==> config.mk <==
export PLATFORM = sky130hd
export DESIGN_NAME = booth_mult_seq_flat
export DESIGN_NICKNAME = d
export VERILOG_FILES = /design/src/rtl/booth_pkg.sv /design/src/rtl/booth_mult_seq_if.sv /design/src/rtl/addsub_param.sv /design/src/rtl/booth_mult_seq.sv /design/src/flat_wrapper.sv
export SDC_FILE = /design/constraint.sdc
export NUM_CORES = 1
export LEC_CHECK = 0
export CORE_MARGIN = 4
export CORE_UTILIZATION = 50
export CTS_CLUSTER_DIAMETER = 60
export DETAILED_ROUTE_END_ITERATION = 6
export GPL_ROUTABILITY_DRIVEN = 0
export PLACE_DENSITY = 0.85
export RECOVER_POWER = 100
export SLEW_MARGIN = 20
export SYNTH_ARGS = -nofsm -noshare
export SYNTH_HDL_FRONTEND = slang
export SYNTH_HIERARCHICAL = 1
export SYNTH_SLANG_ARGS = --single-unit
==> constraint.sdc <==
create_clock -name clk -period 5.2 [get_ports clk]
set_input_delay 0.78 -clock clk [delete_from_list [all_inputs] [get_ports clk]]
set_output_delay 0.78 -clock clk [all_outputs]
set_load 0.02 [all_outputs]
==> src/rtl/booth_pkg.sv <==
// Shared types and helpers for the sequential radix-2 Booth multiplier.
// Optional build macro: BOOTH_SIGNED_SEL_EN (adds a signed/unsigned operand select).
package booth_pkg;

   typedef enum logic [1:0] {
      IDLE,
      CALC,
      DONE
   } state_t;

   typedef enum logic [1:0] {
      NOP,
      ADD,
      SUB
   } booth_op_t;

   // Number of bits needed to hold values 0..v-1 (at least 0)
   function automatic int clog2(input int v);
      int r;
      r = 0;
      while ((1 << r) < v) r++;
      return r;
   endfunction

endpackage

==> src/rtl/booth_mult_seq_if.sv <==
// Operand/product handshake bundle for booth_mult_seq.
// Optional build macro: BOOTH_SIGNED_SEL_EN (adds is_signed, sampled with the operands).
interface booth_mult_seq_if #(parameter int WIDTH = 8);

   logic                 in_valid;
   logic                 in_ready;
   logic [WIDTH-1:0]     multcand;
   logic [WIDTH-1:0]     multplr;
`ifdef BOOTH_SIGNED_SEL_EN
   logic                 is_signed;
`endif
   logic                 out_valid;
   logic                 out_ready;
   logic [2*WIDTH-1:0]   product;

   modport master (
`ifdef BOOTH_SIGNED_SEL_EN
      output is_signed,
`endif
      output in_valid, multcand, multplr, out_ready,
      input  in_ready, out_valid, product
   );

   modport slave (
`ifdef BOOTH_SIGNED_SEL_EN
      input  is_signed,
`endif
      input  in_valid, multcand, multplr, out_ready,
      output in_ready, out_valid, product
   );

endinterface

==> src/rtl/addsub_param.sv <==
// Ripple-carry add/subtract: sum = a + (b ^ {W{cin}}) + cin.
// With cin=1 this computes a - b.
module addsub_param #(
   parameter int W = 9
) (
   input  logic         cin,
   input  logic [W-1:0] a,
   input  logic [W-1:0] b,
   output logic [W-1:0] sum
);

   logic [W-1:0] b_x;

   assign b_x = b ^ {W{cin}};

   // Bit-serial ripple through the carry chain
   always_comb begin : ripple
      logic carry;
      sum   = '0;
      carry = cin;
      for (int i = 0; i < W; i++) begin
         sum[i] = a[i] ^ b_x[i] ^ carry;
         carry  = (a[i] & b_x[i]) | (carry & (a[i] ^ b_x[i]));
      end
   end

endmodule

==> src/rtl/booth_mult_seq.sv <==
// Sequential radix-2 Booth multiplier with valid/ready on operands and product.
// Optional build macro: BOOTH_SIGNED_SEL_EN (per-operation signed/unsigned select;
// unsigned operations take one extra Booth step).
//
// state | meaning
// IDLE  | ready for an operand pair
// CALC  | one add/sub + arithmetic shift per cycle
// DONE  | product presented, waiting for out_ready
module booth_mult_seq
   import booth_pkg::*;
#(
   parameter int WIDTH = 8
) (
   input  logic             clk,
   input  logic             rst_n,
   booth_mult_seq_if.slave  bus
);

   localparam int AW = WIDTH + 1;
`ifdef BOOTH_SIGNED_SEL_EN
   localparam int QW = WIDTH + 1;
`else
   localparam int QW = WIDTH;
`endif
   localparam int CW = clog2(QW) + 1;

   state_t          state_q, state_d;
   booth_op_t       op;
   logic [AW-1:0]   a_q, m_q, sum, a_step;
   logic [QW-1:0]   q_q;
   logic            qm1_q;
   logic [CW-1:0]   cnt_q, last_cnt;
   logic            sgn_q;
   logic            alive_q;
   logic            accept, last_step;
   logic            in_rdy, out_vld;

   // Held low through reset, high from the first clock afterwards
   always_ff @(posedge clk or negedge rst_n) begin
      if (!rst_n) alive_q <= 1'b0;
      else        alive_q <= 1'b1;
   end

   // Booth recoding of the current multiplier bit pair
   always_comb begin
      op = NOP;
      unique case ({q_q[0], qm1_q})
         2'b01:   op = ADD;
         2'b10:   op = SUB;
         default: op = NOP;
      endcase
   end

   addsub_param #(.W(AW)) u_addsub (
      .cin (op == SUB),
      .a   (a_q),
      .b   (m_q),
      .sum (sum)
   );

   assign a_step = (op == NOP) ? a_q : sum;

   // Unsigned operands are zero-extended by one bit and need one more step
   always_comb begin
      last_cnt = CW'(WIDTH - 1);
`ifdef BOOTH_SIGNED_SEL_EN
      if (!sgn_q) last_cnt = CW'(WIDTH);
`endif
   end

   assign last_step = (cnt_q == last_cnt);
   assign accept    = (state_q == IDLE) && alive_q && bus.in_valid;

   // State register
   always_ff @(posedge clk or negedge rst_n) begin
      if (!rst_n) state_q <= IDLE;
      else        state_q <= state_d;
   end

   // Next state and handshake outputs
   always_comb begin
      state_d = state_q;
      in_rdy  = 1'b0;
      out_vld = 1'b0;
      unique case (state_q)
         IDLE: begin
            in_rdy = alive_q;
            if (bus.in_valid && alive_q) state_d = CALC;
         end
         CALC: begin
            if (last_step) state_d = DONE;
         end
         DONE: begin
            out_vld = 1'b1;
            if (bus.out_ready) state_d = IDLE;
         end
         default: state_d = IDLE;
      endcase
   end

   // Operand load and the add/shift datapath
   always_ff @(posedge clk or negedge rst_n) begin
      if (!rst_n) begin
         a_q   <= '0;
         m_q   <= '0;
         q_q   <= '0;
         qm1_q <= 1'b0;
         cnt_q <= '0;
         sgn_q <= 1'b0;
      end else if (accept) begin
         a_q   <= '0;
         qm1_q <= 1'b0;
         cnt_q <= '0;
`ifdef BOOTH_SIGNED_SEL_EN
         sgn_q <= bus.is_signed;
         m_q   <= {bus.is_signed & bus.multcand[WIDTH-1], bus.multcand};
         q_q   <= {bus.is_signed & bus.multplr[WIDTH-1], bus.multplr};
`else
         sgn_q <= 1'b1;
         m_q   <= {bus.multcand[WIDTH-1], bus.multcand};
         q_q   <= bus.multplr;
`endif
      end else if (state_q == CALC) begin
         a_q   <= {a_step[AW-1], a_step[AW-1:1]};
         q_q   <= {a_step[0], q_q[QW-1:1]};
         qm1_q <= q_q[0];
         cnt_q <= cnt_q + CW'(1);
      end
   end

   assign bus.in_ready  = in_rdy;
   assign bus.out_valid = out_vld;

   // Signed runs stop one step short of the widened Q register, so the
   // product sits one bit higher than for unsigned runs.
`ifdef BOOTH_SIGNED_SEL_EN
   assign bus.product = sgn_q ? {a_q[WIDTH-1:0], q_q[QW-1:1]}
                              : {a_q[WIDTH-2:0], q_q};
`else
   assign bus.product = {a_q[WIDTH-1:0], q_q};
`endif

endmodule

==> src/flat_wrapper.sv <==
// flat-port wrapper written by rule: the top's interface ports become plain ports
module booth_mult_seq_flat import booth_pkg::*;
#(
   parameter int WIDTH = 8
)
  (clk, rst_n, bus_in_valid, bus_multcand, bus_multplr, bus_out_ready, bus_in_ready, bus_out_valid, bus_product);
  booth_mult_seq_if #(.WIDTH(WIDTH)) bus_i ();
  input  logic clk;
  input  logic rst_n;
  input wire logic [$bits(bus_i.in_valid)-1:0] bus_in_valid;
  input wire logic [$bits(bus_i.multcand)-1:0] bus_multcand;
  input wire logic [$bits(bus_i.multplr)-1:0] bus_multplr;
  input wire logic [$bits(bus_i.out_ready)-1:0] bus_out_ready;
  output wire logic [$bits(bus_i.in_ready)-1:0] bus_in_ready;
  output wire logic [$bits(bus_i.out_valid)-1:0] bus_out_valid;
  output wire logic [$bits(bus_i.product)-1:0] bus_product;
  assign bus_i.in_valid = bus_in_valid;
  assign bus_i.multcand = bus_multcand;
  assign bus_i.multplr = bus_multplr;
  assign bus_i.out_ready = bus_out_ready;
  assign bus_in_ready = bus_i.in_ready;
  assign bus_out_valid = bus_i.out_valid;
  assign bus_product = bus_i.product;
  booth_mult_seq #(.WIDTH(WIDTH)) u_core (.clk(clk), .rst_n(rst_n), .bus(bus_i));
endmodule
**Run 1: routing congestion map**

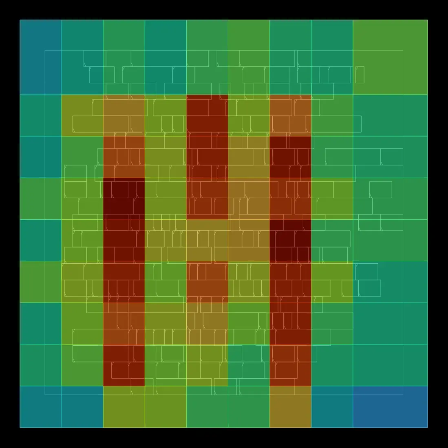
met1 GRT Util: 0.2425
wire length per cell: 15.74 µm
grt met3 use: 0.03661

**Run 1: register map, names as in the netlist**

The bar under the picture is 20 µm long. Other sequential cells in the stronger gray, the rest of the logic in the fainter gray.
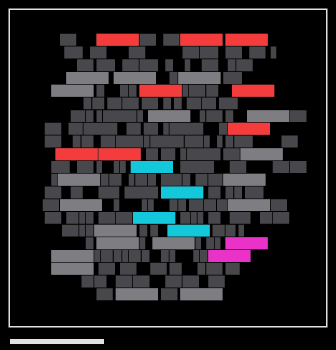
[`u_core/state_q`] magenta | placed flops: 2
[`u_core/m_q`] red | placed flops: 8
[`u_core/cnt_q`] cyan | placed flops: 4
not colored: 18

**Run 1: cells colored by class**

The bar under the picture is 20 µm long.
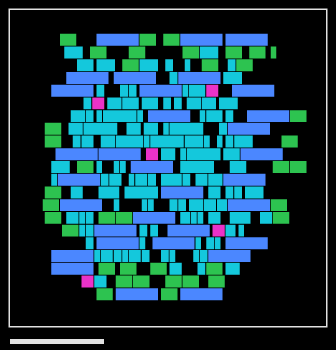
[clock-net drivers] magenta | cells: 5 | share of their area: 1.8%
[remaining buffers and delay cells] green | cells: 38 | share of their area: 18%
[remaining logic cells] cyan | cells: 119 | share of their area: 42%
[sequential cells] blue | cells: 32 | share of their area: 38%

==> ci_impl_report.md, run 1 <==
## Implementation flow summary

| Metric | Value |
|---|---|
| Status | finished with violations |
| Failing checks | max-capacitance violations, max-slew violations |
| Sequential share of the synthesized area | 0.4513 |
| Static Leakage | 0.9701 nW |
| Syn Area/Cell | 11.02 µm² |
| Worst slew margin | -0.1468 |
| Post-layout nets | 225 |
| Final core occ | 0.6338 |
| Yosys reg bits | 32 |
| Ant diodes | 0 |
| Clk buf depth | 2 |
| Synth cell types | 32 |
| Worst reg2reg startpoint | u_core/qm1_q$_DFFE_PN0P_ |
| Crit end category | flop |
| Largest net degree at the start of global routing | 33 |
| Floorplan core density | 0.5234 |
| Number of enable flip-flop cells | 0 |
| Share of layout cells above drive strength 1 | 0.03608 |
| Crit path DAT | approximately 4.6 ns |
| H-tree depth | 2 |
| Dominant logic cell type in the layout | dfrtp_1 |
| Hold Path Class | reg2reg |
| Hpwl dp | 2.597 mm |
| Final critical-path setup slack | 0.8213 ns |
| CORE AREA | 3390 µm² |
| Setup Skew | roughly 0.007 ns |
| Net Count, Synth | about 190 |
| 1st-iter DRT viols | 108 |
| Die W | 67.57 µm |
| # resized after CTS | 0 |
| Yosys warning count | 6 |
| Worst slack, placed | 0.8111 ns |
| Clock Tree Root | clkbuf_4 |
| Router iterations before antenna repair | 5 |
| Max cap viols | 1 |
| Late-Pin Clk Latency | 0.34 ns |
| Area reported by Yosys stat | 1774 µm² |
| Critical Path RT | 5.46 ns |
| Least-Margin Pin Slew | 1.720 ns |
| Initial antenna violation count | 0 |
| RSZ-0062 raised after global routing | false |
| Num rows | 21 |
| CP max stage delay | 0.48 ns |
| I/O Buffers | 37 |
| Finished Layout Cells | 240 |
| Post-CTS Setup Repair Bufs | 0 |
| Critical path origin | u_core/qm1_q$_DFFE_PN0P_ |
| CP bufs+invs | 2 |
| GRT overflow | 0 |
| Cell Pwr Density | 725.6 nW/µm² |
| Critical path's slowest cell | ha_1 |
| Top delay family on crit path | adder cells |
| CTS Buf Count | 5 |
| First-pass GRT wire length | 6.458 mm |
| Inst Count DP | 235 |
| TritonCTS Sinks | 32 |
| # IOs | 38 |
| Critical Setup Path Class | reg2reg |
| Cell Area, Synth | 1774 µm² |
| Post-synthesis cell count | 161 |
| Min-delay src | u_core/m_q[3]$_DFFE_PN0P_ |
| Async set-reset flop share out of synthesis | 1.000 |
| Final setup vio count | 0 |
| Final Hold Fails | 0 |
| Remaining antenna violation count | 0 |
| Cts hold-fix bufs | 0 |
| Via Count | 1295 |
| GRT Util Overall | 0.1932 |
| CP startpoint kind | flop |
| Syn-to-layout area delta | 21.09% |
| Routed WL | 3.777 mm |
| Ys flop type | dfrtp_1 |
| Max VDD drop | roughly 340 µV |
| Fmax | around 0.23 GHz |
| DRC | 0 |
| Fill cells | 259 |
| Die height | 67.57 µm |
| Ys cells | 161 |
| Cycle use final | 0.8421 |
| Tally of OpenROAD warnings | 26 |
| CTS tree | done |
| Setup_tns | 0 ns |
| Vias per cell | 5.396 |
| CP Cell Sequence | inv_1 -> ha_1 -> xor2_1 -> fa_1 -> inv_1 -> fa_1 -> fa_1 -> fa_1 -> fa_1 -> fa_1 -> fa_1 -> xnor2_1 -> xnor2_1 -> nand3b_1 -> a21oi_1 |
| Most frequent logic cells in the routed design | 32 x dfrtp_1, 20 x dlygate4sd3_1, 17 x clkdlybuf4s50_1, 17 x nand3_1, 15 x inv_1 |
| Clock Pin Slew Worst Setup and Hold Paths | around 0.090 ns |
| Post-route minimum period | 4.379 ns |
| Fin Hold WS | 0.5311 ns |
| Die area | 4566 µm² |
| Cell repeated most along the worst path | fa_1 |
| Vias in the first global route | ~1400 |
| Crit Path Max Fanout | 9 |
| Slew Limit Fails | 33 |
run 1: kinds of logic after synthesis:
family	Yosys count	share of synthesized area
and+or+nand+nor	41	0.1227
DFF	32	0.4513
xor gates and xnor gates	12	0.06348
AOI/OAI and AO/OA	25	0.08533
other	1	0.002114
buffers and inverters	25	0.06840
adders and majority gates	9	0.09308
muxes	16	0.1135
run 1: registers in the layout, indices dropped and copies added (netlist names):
name / cells
u_core/state_q: 2
u_core/q_q: 8
u_core/alive_q: 1
u_core/m_q: 8
u_core/cnt_q: 4
u_core/a_q: 8
u_core/qm1_q: 1
run 1: where the power goes:
part	internal, mW	switching, mW	total [mW]
logic	0.433	0.520	0.953
clock network	0.0451	0.0790	0.124
registers	0.373	0.109	0.482
run 1: cell type report:
class	instances	area, µm²	share of cell area
multi-input cells	104	822.0	0.3826
flip-flops and latches	32	800.8	0.3727
repair buffers	38	374.1	0.1741
well taps	46	57.56	0.02679
inverters	15	56.30	0.02621
clock buffers	5	37.54	0.01747
run 1: per-stage QoR:
stage / power [mW] / instance area [µm²]
finish: 1.559 / 2148
global route: 1.701 / 2148
floorplan: 1.209 / 1774
global placement: 1.423 / 2145
detailed placement: 1.503 / 2145
CTS: 1.634 / 2182
run 1: routing by layer:
| metal | GRT usage | vias up | part of all wire |
|---|---|---|---|
| li1 | - | 608 | - |
| met1 | 0.2425 | 637 | 0.42 |
| met2 | 0.3111 | 39 | 0.52 |
| met3 | 0.03661 | 11 | 0.043 |
| met4 | 0.1089 | 0 | 0.023 |
| met5 | 0 | - | 0 |
run 1: synth_stat cells, types with 2 or more instances:
cell	count	area share
a21oi_1	2	0.0056
a22oi_1	7	0.030
and2b_1	2	0.0085
buf_2	7	0.020
buf_6	2	0.013
dfrtp_1	32	0.45
fa_1	7	0.079
ha_1	2	0.014
inv_1	15	0.032
mux2_4	8	0.068
mux2i_1	7	0.039
nand2_1	12	0.025
nand3_1	17	0.048
nand3b_1	2	0.0085
nor2_1	2	0.0042
o21ai_0	7	0.020
o21ai_1	6	0.017
xnor2_1	8	0.039
xor2_1	3	0.015
run 1: path summary, 6_finish.rpt:
path / endpoint / slack [ns] / depth (start not counted)
max: u_core/a_q[7]$_DFFE_PN0P_ / 0.82 / 15
min: u_core/m_q[3]$_DFFE_PN0P_ / 0.53 / 1
max reg2reg: u_core/a_q[7]$_DFFE_PN0P_ / 0.82 / 15
min reg2reg: u_core/m_q[3]$_DFFE_PN0P_ / 0.53 / 1
max in group asynchronous: u_core/q_q[5]$_DFFE_PN0P_ / 2.79 / 2
min in group asynchronous: u_core/m_q[6]$_DFFE_PN0P_ / 1.42 / 2
==> run 2, diff against run 1 <==
- CORE_UTILIZATION: 50 -> 45
- PLACE_DENSITY: 0.85 -> 0.81
- clock period: 5.2 -> 3.95 ns (I/O delays scaled with it)
**Run 2: gate families picked out**

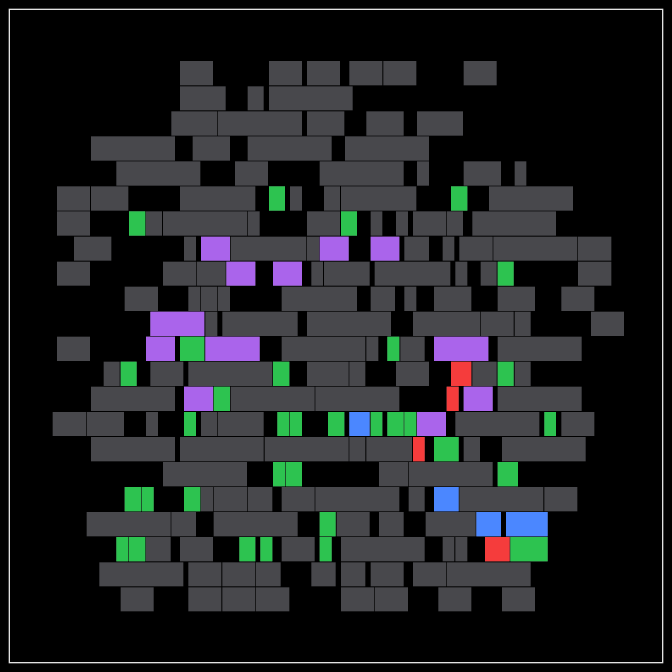
[nor cells] red | cells: 4 | most used: nor2_1
[nand cells] green | cells: 33 | most used: nand3_1
[xor and xnor cells] purple | cells: 12 | most used: xnor2_1
[and/or cells] blue | cells: 4 | most used: and2b_1

**Run 2: register map, names as in the netlist**

The bar under the picture is 20 µm long. Other sequential cells in the stronger gray, the rest of the logic in the fainter gray.
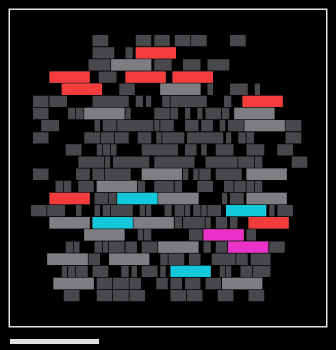
[`u_core/cnt_q`] cyan | placed flops: 4
[`u_core/state_q`] magenta | placed flops: 2
[`u_core/m_q`] red | placed flops: 8
not colored: 18

==> run 2 against run 1 <==
Clock-buffer cell count up 2; critical path depth decreased by 1; clock power increased by 110%; worst setup slack got worse by 0.61 ns; worst hold slack worse by 0.010 ns; cell count rose by 3.3%; the run now ends clean; critical endpoint unchanged; die size increased by 9.8%; sequential cell count stayed put; register-to-register slack got worse by 0.61 ns; via count decreased by 1.5%; total power rose by 44%; combinational power up 42%.
==> ci_impl_report.md, run 2 <==
## Implementation flow summary

| Metric | Value |
|---|---|
| Vias per cell | 5.141 (was 5.396) |
| Ys flop type | dfrtp_1 (unchanged) |
| Reg2reg setup slack | 0.21 ns (was 0.82 ns) |
| Ys cells | 161 (unchanged) |
| Yosys top cell by instances | dfrtp_1 (unchanged) |
| Hold EP | u_core/m_q[2]$_DFFE_PN0P_ (was u_core/m_q[3]$_DFFE_PN0P_) |
| Final setup vio count | 0 (unchanged) |
| Clock Pin Slew Worst Setup and Hold Paths | 0.07 ns (was 0.09 ns) |
| Area reported by Yosys stat | 1774 µm² (unchanged) |
| Status | completed (was finished with violations) |
| Hold Path Class | reg2reg (unchanged) |
| Net Count, Synth | 190 (unchanged) |
| Number of enable flip-flop cells | 0 (unchanged) |
| Final critical-path setup slack | 0.2145 ns (was 0.8213 ns) |
| Fill cells | 342 (was 259) |
| Area share, top type | 0.4513 (unchanged) |
| CORE AREA | 3744 µm² (was 3390 µm²) |
| CP max stage delay | 0.43 ns (was 0.48 ns) |
| Syn Area/Cell | 11.02 µm² (unchanged) |
| GRT overflow | 0 (unchanged) |
| Final Hold Fails | 0 (unchanged) |
| Least-Margin Pin Slew | 1.308 ns (was 1.720 ns) |
| Static Leakage | 1.007 nW (was 0.9701 nW) |
| Top delay family on crit path | adder cells (unchanged) |
| GRT Util Overall | 0.1654 (was 0.1932) |
| Finished Layout Cells | 248 (was 240) |
| Hold Path Stages | 1 (unchanged) |
| CP bufs+invs | 1 (was 2) |
| Dominant logic cell type in the layout | dfrtp_1 (unchanged) |
| Worst slew margin | 0.1277 (was -0.1468) |
| Worst reg2reg startpoint | u_core/q_q[0]$_DFFE_PN0P_ (was u_core/qm1_q$_DFFE_PN0P_) |
| Cell repeated most along the worst path | fa_2 (was fa_1) |
| Adder-Cell Fraction of Synth Area | 0.09309 (unchanged) |
| Reg area | 800.8 µm² (unchanged) |
| Hpwl dp | 2.594 mm (was 2.597 mm) |
| AO/OA Area Share | 0.08533 (unchanged) |
| Crit Path Max Fanout | 4 (was 9) |
| First-pass GRT wire length | 6.479 mm (was 6.458 mm) |
| Critical path's slowest cell | dfrtp_1 (was ha_1) |
| Cell Pwr Density | 990.8 nW/µm² (was 725.6 nW/µm²) |
| Die area | 5011 µm² (was 4566 µm²) |
| Biggest area cells | dfrtp_1 45%, fa_1 7.9%, mux2_4 6.8% (unchanged) |
| Mux share | 0.1135 (unchanged) |
| Comb gate area | 868.3 µm² (was 822.0 µm²) |
| CP Cell Sequence | ha_4 -> xor2_2 -> fa_1 -> inv_1 -> fa_2 -> fa_2 -> fa_2 -> fa_2 -> fa_2 -> fa_2 -> xnor2_2 -> xnor2_1 -> nand3b_1 -> a21oi_2 (was inv_1 -> ha_1 -> xor2_1 -> fa_1 -> inv_1 -> fa_1 -> fa_1 -> fa_1 -> fa_1 -> fa_1 -> fa_1 -> xnor2_1 -> xnor2_1 -> nand3b_1 -> a21oi_1) |
| CTS tree | done (unchanged) |
| DRC | 0 (unchanged) |
| CTS Buf Count | 5 (unchanged) |
| Biggest regs | u_core/a_q x8, u_core/m_q x8, u_core/q_q x8 (unchanged) |
| Floorplan core density | 0.4739 (was 0.5234) |
| XOR Share, Synth | 0.06347 (unchanged) |
| H-tree depth | 2 (unchanged) |
| Late-Pin Clk Latency | 0.28 ns (was 0.34 ns) |
| RSZ-0062 raised after global routing | false (unchanged) |
| Synth cell types | 32 (unchanged) |
| I/O Buffers | 37 (unchanged) |
| Tally of OpenROAD warnings | 26 (unchanged) |
| PnR Total Power | 2.252 mW (was 1.559 mW) |
| Yosys warning count | 6 (unchanged) |
| List of most frequent post-synthesis cells | 32 x dfrtp_1, 17 x nand3_1, 15 x inv_1 (unchanged) |
| Reg2reg path depth | 14 (was 15) |
| Cell Area, Synth | 1774 µm² (unchanged) |
| Max cap viols | 0 (was 1) |
| Simple share | 0.1227 (unchanged) |
| 1st-iter DRT viols | 76 (was 108) |
| Die height | 70.79 µm (was 67.57 µm) |
| Post-route minimum period | 3.736 ns (was 4.379 ns) |
| Wire length per cell | 15.16 µm (was 15.74 µm) |
| Async set-reset flop share out of synthesis | 1.000 (unchanged) |
| TritonCTS Sinks | 32 (unchanged) |
| Router iterations before antenna repair | 5 (unchanged) |
| Inst Count DP | 239 (was 235) |
| Crit path DAT | 3.94 ns (was 4.64 ns) |
| Min-delay src | u_core/m_q[2]$_DFFE_PN0P_ (was u_core/m_q[3]$_DFFE_PN0P_) |
| CP startpoint kind | flop (unchanged) |
| Cycle use final | 0.9457 (was 0.8421) |
| Worst slack, placed | -0.04419 ns (was 0.8111 ns) |
| Ant diodes | 0 (unchanged) |
| # IOs | 38 (unchanged) |
| Via Count | 1275 (was 1295) |
| Initial antenna violation count | 0 (unchanged) |
| Yosys reg bits | 32 (unchanged) |
| Fmax | 0.2677 GHz (was 0.2284 GHz) |
| Cts hold-fix bufs | 0 (unchanged) |
| Slew Limit Fails | 0 (was 33) |
| Worst r2r dst | u_core/a_q[7]$_DFFE_PN0P_ (unchanged) |
| Sequential share of the synthesized area | 0.4513 (unchanged) |
| Max VDD drop | 455.9 µV (was 341.9 µV) |
| Post-synthesis cell count | 161 (unchanged) |
| Crit end category | flop (unchanged) |
| Post-layout nets | 228 (was 225) |
| Vias in the first global route | 1383 (was 1365) |
| Largest net degree at the start of global routing | 30 (was 33) |
| Setup Skew | 0.009511 ns (was 0.006979 ns) |
| Die W | 70.79 µm (was 67.57 µm) |
| Critical Path RT | 4.15 ns (was 5.46 ns) |
| Dominant cell type by area after synthesis | dfrtp_1 (unchanged) |
| Routed WL | 3.760 mm (was 3.777 mm) |
| Share of layout cells above drive strength 1 | 0.1100 (was 0.03608) |
| Most frequent logic cells in the routed design | 32 x dfrtp_1, 19 x dlygate4sd3_1, 17 x clkdlybuf4s50_1, 17 x nand3_1, 14 x inv_1 (was 32 x dfrtp_1, 20 x dlygate4sd3_1, 17 x clkdlybuf4s50_1, 17 x nand3_1, 15 x inv_1) |
| Syn-to-layout area delta | 28.14% (was 21.09%) |
## run 2: cell counts after synthesis
No cell type changed its count.
## run 2: kinds of logic (layout without fill, tap and decap cells)
kind of cell               count (synthesis)  in the layout
and+or+nand+nor                           41             41
DFF                                       32             32
AOI/OAI and AO/OA                         25             25
buffers and inverters                     25             64
muxes                                     16             16
xor gates and xnor gates                  12             12
adders and majority gates                  9              9
other                                      1              1
## run 2: how the worst max path moves through the flow
stage / from / endpoint / cells past startpoint
6_report: u_core/q_q[0]$_DFFE_PN0P_ / u_core/a_q[7]$_DFFE_PN0P_ / 14
5_1_grt: u_core/q_q[0]$_DFFE_PN0P_ / u_core/a_q[7]$_DFFE_PN0P_ / 14
4_1_cts: u_core/q_q[0]$_DFFE_PN0P_ / u_core/a_q[7]$_DFFE_PN0P_ / 14
3_5_place_dp: u_core/q_q[0]$_DFFE_PN0P_ / u_core/a_q[7]$_DFFE_PN0P_ / 14
3_3_place_gp: u_core/q_q[0]$_DFFE_PN0P_ / u_core/a_q[7]$_DFFE_PN0P_ / 14
2_1_floorplan: u_core/q_q[0]$_DFFE_PN0P_ / u_core/a_q[7]$_DFFE_PN0P_ / 15
## run 2: metal layers
metal	GRT usage	vias to the layer above	wire length (µm)
li1	-	616	-
met1	0.2128	623	1587
met2	0.2647	31	1891
met3	0.04403	5	208
met4	0.06889	0	73
met5	0	-	0
## run 2: timing repair
action	4_1_cts	5_1_grt
setup endpoints to repair	1	1
setup buffers	0	0
pin swaps	2	2
gates resized	2	6
## run 2: layout make-up
type                       count  share of cell area
clock buffer                   7             0.03797
clock inverter                 1            0.003302
inverter                      15             0.02477
multi-input combinational    104              0.3819
sequential                    32              0.3522
tap                           48             0.02642
timing repair buffer          41              0.1734
## run 2: worst reg2reg max path: cells and delay by family, from the launching register on
family,cells,cell delay [ns]
xor+xnor,3,0.45
flops,1,0.43
fa+ha+maj,8,2.46
compound gates,1,0.15
simple gates,1,0.11
buf+inv,1,0.05
## run 2: through the flow
stage               hold slack (ns)  cell area (µm²)    util   TNS, ns
CTS                          0.5253             2277  0.6083         0
finish                       0.5208             2273  0.6073         0
floorplan                    0.2969             1790       -         0
global placement             0.4996             2178  0.5819         0
global route                 0.5472             2273  0.6073         0
detailed placement           0.5136             2178  0.5819  -0.04419
## run 2: power breakdown
part           internal [mW]  switching (mW)  total [mW]
combinational          0.653           0.700        1.35
sequential             0.492           0.148       0.640
clock                  0.141           0.118       0.259
total                   1.29           0.966        2.25
==> run 3, diff against run 2 <==
- CORE_UTILIZATION: 45 -> 43
- PLACE_DENSITY: 0.81 -> 0.78
**Run 3: routing congestion map**

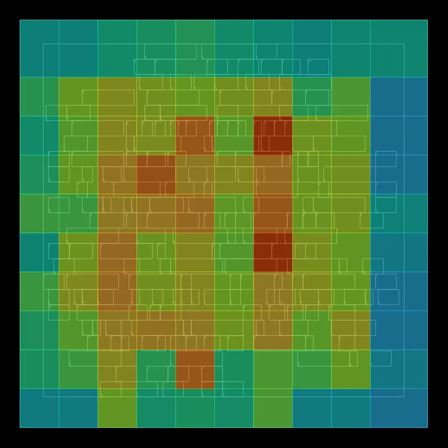
met1 GRT Util: 0.2016
met2 usage: 0.2265

**Run 3: cells colored by class**

The bar under the picture is 20 µm long.
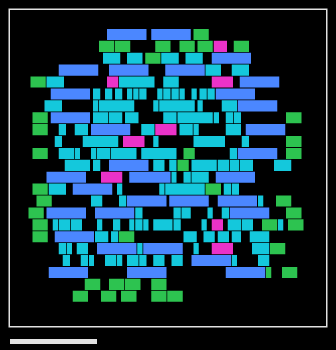
[remaining buffers and delay cells] green | cells: 40 | share of their area: 18%
[sequential cells] blue | cells: 32 | share of their area: 36%
[clock drivers and dummy loads] magenta | cells: 8 | share of their area: 4.2%
[remaining logic cells] cyan | cells: 119 | share of their area: 42%

==> run 3 against run 2 <==
The flow now finishes with violations (max-capacitance violations, max-slew violations); cell count grew 0.40%; non-clock buffer count is 1 lower; global-route usage decreased by 1.8 points; total power decreased by 0.81%; synthesized cell count unchanged; die size is 4.1% higher; register-to-register slack lost 0.07 ns; sequential power hardly changed; clock skew about the same; sequential cell count did not move; synthesized area did not move; first-iteration DRC count is 13% higher; largest cell class unchanged.
==> ci_impl_report.md, run 3 <==
## Implementation flow summary

| Metric | Value |
|---|---|
| H-tree depth | 2 (unchanged) |
| Most frequent logic cells in the routed design | 31 x dfrtp_1, 20 x dlygate4sd3_1, 17 x clkdlybuf4s50_1, 17 x nand3_1, 14 x inv_1 (was 32 x dfrtp_1, 19 x dlygate4sd3_1, 17 x clkdlybuf4s50_1, 17 x nand3_1, 14 x inv_1) |
| Cell Pwr Density | 983.8 nW/µm² (was 990.8 nW/µm²) |
| Dominant cell type by area after synthesis | dfrtp_1 (unchanged) |
| Crit Path Max Fanout | 3 (was 4) |
| Net Sw Power | 0.9745 mW (was 0.9664 mW) |
| Via Count | 1267 (was 1275) |
| Synth cell types | 32 (unchanged) |
| Async set-reset flop share out of synthesis | 1.000 (unchanged) |
| PnR Total Power | 2.234 mW (was 2.252 mW) |
| DP Area | 2173 µm² (was 2178 µm²) |
| Yosys warning count | 6 (unchanged) |
| Setup_tns | 0 ns (unchanged) |
| Syn-to-layout area delta | 28.00% (was 28.14%) |
| Least-Margin Pin Slew | 1.676 ns (was 1.308 ns) |
| Critical Path RT | 4.15 ns (about the same) |
| Top delay family on crit path | adder cells (unchanged) |
| Num rows | 23 (was 22) |
| Cycle use final | 0.9634 (was 0.9457) |
| First-pass GRT wire length | 5.975 mm (was 6.479 mm) |
| Met2 WL | 1.657 mm (was 1.891 mm) |
| Inst Count DP | 240 (was 239) |
| Cell Area, Synth | 1774 µm² (unchanged) |
| Fmax | 0.2628 GHz (was 0.2677 GHz) |
| CP Cell Sequence | ha_4 -> xor2_2 -> fa_1 -> inv_1 -> fa_2 -> fa_2 -> fa_2 -> fa_2 -> fa_2 -> fa_2 -> xnor2_2 -> xnor2_1 -> nand3b_1 -> a21oi_2 (unchanged) |
| Router iterations before antenna repair | 4 (was 5) |
| Die height | 72.24 µm (was 70.79 µm) |
| Vias in the first global route | 1295 (was 1383) |
| Final setup vio count | 0 (unchanged) |
| Gate power share | 0.600 (was 0.601) |
| Crit end category | flop (unchanged) |
| Area reported by Yosys stat | 1774 µm² (unchanged) |
| Clock Tree Root | clkbuf_8 (unchanged) |
| Sequential share of the synthesized area | 0.4513 (unchanged) |
| Finished layout cell area | 2271 µm² (was 2273 µm²) |
| Dominant logic cell type in the layout | dfrtp_1 (unchanged) |
| List of most frequent post-synthesis cells | 32 x dfrtp_1, 17 x nand3_1, 15 x inv_1 (unchanged) |
| Fin Hold WS | 0.5313 ns (was 0.5208 ns) |
| DRC | 0 (unchanged) |
| 1st-iter DRT viols | 86 (was 76) |
| Hold Path Class | reg2reg (unchanged) |
| Die W | 72.24 µm (was 70.79 µm) |
| Largest net degree at the start of global routing | 33 (was 30) |
| Clk buf depth | 2 (unchanged) |
| Share of layout cells above drive strength 1 | 0.1206 (was 0.1100) |
| Finished Layout Cells | 249 (was 248) |
| Yosys top cell by instances | dfrtp_1 (unchanged) |
| Status | finished with violations (was completed) |
| Hpwl dp | 2.451 mm (was 2.594 mm) |
| Cell internal pwr | 1.260 mW (was 1.286 mW) |
| Reg2reg setup slack | 0.14 ns (was 0.21 ns) |
| Post-route minimum period | 3.806 ns (was 3.736 ns) |
| Syn Area/Cell | 11.02 µm² (unchanged) |
| Initial antenna violation count | 0 (unchanged) |
| TritonCTS Sinks | 32 (unchanged) |
| Wire length per cell | 14.42 µm (was 15.16 µm) |
| Tally of OpenROAD warnings | 26 (unchanged) |
| Yosys reg bits | 32 (unchanged) |
| Clock power share | 0.113 (was 0.115) |
| Slew Limit Fails | 33 (was 0) |
| Die area | 5218 µm² (was 5011 µm²) |
| Max VDD drop | 508.9 µV (was 455.9 µV) |
| Cell repeated most along the worst path | fa_2 (unchanged) |
| Post-layout nets | 227 (was 228) |
| Static Leakage | 1.001 nW (was 1.007 nW) |
| CORE AREA | 4000 µm² (was 3744 µm²) |
| CP startpoint kind | flop (unchanged) |
| CTS Buf Count | 5 (unchanged) |
| Failing checks | max-capacitance violations, max-slew violations |
| Flop pwr share | 0.287 (was 0.284) |
| Late-Pin Clk Latency | 0.29 ns (was 0.28 ns) |
| Sw Share | 0.4362 (was 0.4290) |
| Post-synthesis cell count | 161 (unchanged) |
| I/O Buffers | 37 (unchanged) |
| Max cap viols | 1 (was 0) |
| Cts hold-fix bufs | 0 (unchanged) |
| Floorplan core density | 0.4435 (was 0.4739) |
| GRT Util Overall | 0.1474 (was 0.1654) |
| Critical Setup Path Class | reg2reg (unchanged) |
| Met1 Wirelength | 1.680 mm (was 1.587 mm) |
| Ys cells | 161 (unchanged) |
| GRT overflow | 0 (unchanged) |
| Critical path's slowest cell | dfrtp_2 (was dfrtp_1) |
| Clock Pin Slew Worst Setup and Hold Paths | 0.08 ns (was 0.07 ns) |
| Area share, top type | 0.4513 (unchanged) |
| CP bufs+invs | 1 (unchanged) |
| Routed WL | 3.591 mm (was 3.760 mm) |
| Setup Skew | 0.009637 ns (was 0.009511 ns) |
| CP max stage delay | 0.44 ns (was 0.43 ns) |
| Top layer in use | met4 (unchanged) |
| Biggest area cells | dfrtp_1 45%, fa_1 7.9%, mux2_4 6.8% (unchanged) |
| Ys flop type | dfrtp_1 (unchanged) |
| Crit path DAT | 4.01 ns (was 3.94 ns) |
| Net Count, Synth | 190 (unchanged) |
| Ant diodes | 0 (unchanged) |
| Worst slew margin | -0.1173 (was 0.1277) |
| Biggest regs | u_core/a_q x8, u_core/m_q x8, u_core/q_q x8 (unchanged) |
| Final Hold Fails | 0 (unchanged) |
| Remaining antenna violation count | 0 (unchanged) |
| Vias per cell | 5.088 (was 5.141) |
| Number of enable flip-flop cells | 0 (unchanged) |
| CTS tree | done (unchanged) |
| # IOs | 38 (unchanged) |
| Met3 WL | 208 µm (unchanged) |
-- run 3: cell counts after synthesis --
No cell type changed its count.
-- run 3: final timing paths --
kind,cells past startpoint,startpoint,to
setup / recovery,14,u_core/q_q[0]$_DFFE_PN0P_,u_core/a_q[7]$_DFFE_PN0P_
min in group asynchronous,2,rst_n,u_core/q_q[1]$_DFFE_PN0P_
setup reg to reg,14,u_core/q_q[0]$_DFFE_PN0P_,u_core/a_q[7]$_DFFE_PN0P_
max in group asynchronous,2,rst_n,u_core/q_q[0]$_DFFE_PN0P_
hold / removal,2,u_core/q_q[5]$_DFFE_PN0P_,u_core/q_q[5]$_DFFE_PN0P_
hold reg to reg,2,u_core/q_q[5]$_DFFE_PN0P_,u_core/q_q[5]$_DFFE_PN0P_
-- run 3: power groups by stage --
| stage | clock [mW] | combinational [mW] | sequential [mW] |
|---|---|---|---|
| finish | 0.252 | 1.34 | 0.641 |
| global route | 0.274 | 1.51 | 0.666 |
| CTS | 0.261 | 1.36 | 0.648 |
| detailed placement | 0 | 1.33 | 0.649 |
| global placement | 0 | 1.28 | 0.646 |
| floorplan | 0 | 0.900 | 0.709 |
-- run 3: per-layer routing --
metal | GRT usage | up-vias
met3 | 0.03186 | 5
met1 | 0.2016 | 614
met4 | 0.06263 | 0
met5 | 0 | -
met2 | 0.2265 | 34
li1 | - | 614
-- run 3: cell type report --
cell class	instances	area [µm²]
multi-input combinational	104	868.3
clock inverter	3	23.77
fill	372	1729
tap	50	62.56
clock buffer	5	68.82
inverter	15	56.30
timing repair buffer	40	389.1
sequential	32	802.0
-- run 3: tightest hold or removal path, stage by stage (launching register included) --
cell	delay (ns)
dfrtp_1	0.37
nand3_1	0.07
nand2_1	0.07
-- run 3: stage by stage --
stage / setup slack, ns / util
2_1_floorplan: 0.02038 / -
4_1_cts: 0.02394 / 0.5690
3_5_place_dp: -0.009101 / 0.5433
5_1_grt: -0.01840 / 0.5677
3_3_place_gp: 0.1283 / 0.5433
6_report: 0.1444 / 0.5677
-- run 3: logic make-up after synthesis --
kind of cell	count (synthesis)	share of synthesized area
DFF	32	0.4513
muxes	16	0.1135
other	1	0.002114
adders and majority gates	9	0.09308
xor gates and xnor gates	12	0.06348
buffers and inverters	25	0.06840
AOI/OAI and AO/OA	25	0.08533
and+or+nand+nor	41	0.1227
-- run 3: repair_timing --
action | in CTS | in global routing
resized | 1 | 8
setup endpoints to repair | 1 | 1
pin swaps | 1 | 3
setup buffers | 0 | 1

==> screenshots <==
Clock network drawn from the DEF.
The bar under the picture is 20 µm long.
picture 1
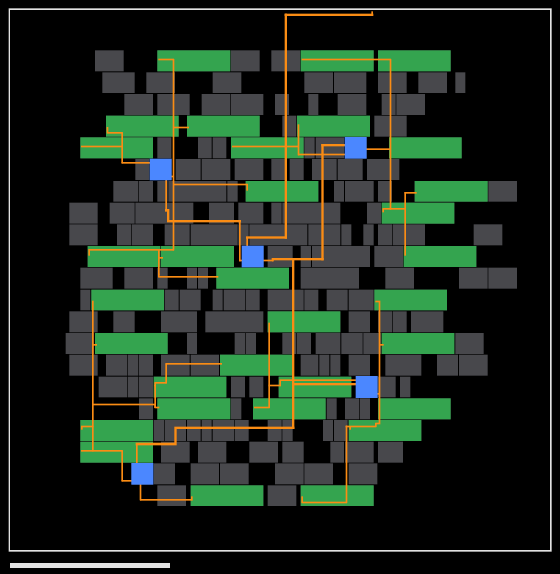
picture 2
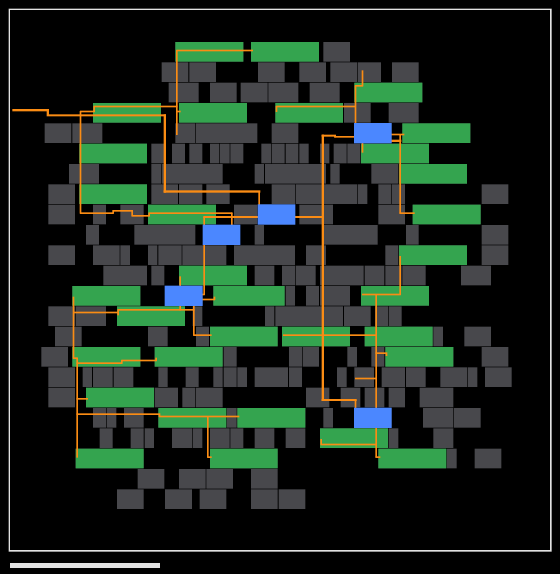
picture 3
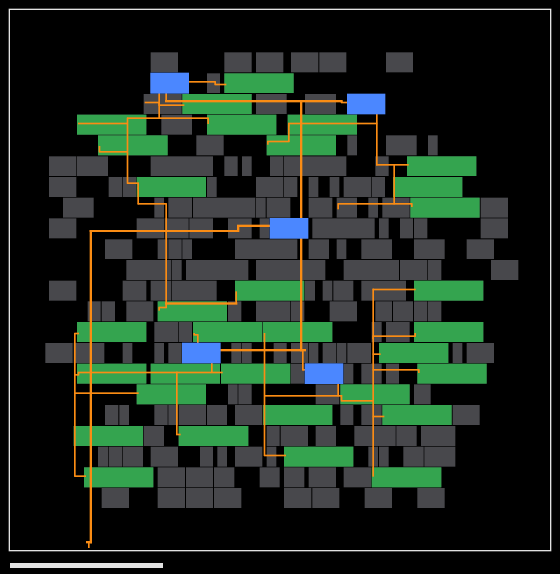
Run 2 is picture 3.
Run 3 is picture 2.
Run 1 is picture 1.

Key to picture 1:
[flip-flops] green | count: 32
[clock wires] orange | length: 422 µm
[clock-net drivers] blue | count: 5
routed clock nets: 6

Power and IR drop assume default switching activity.
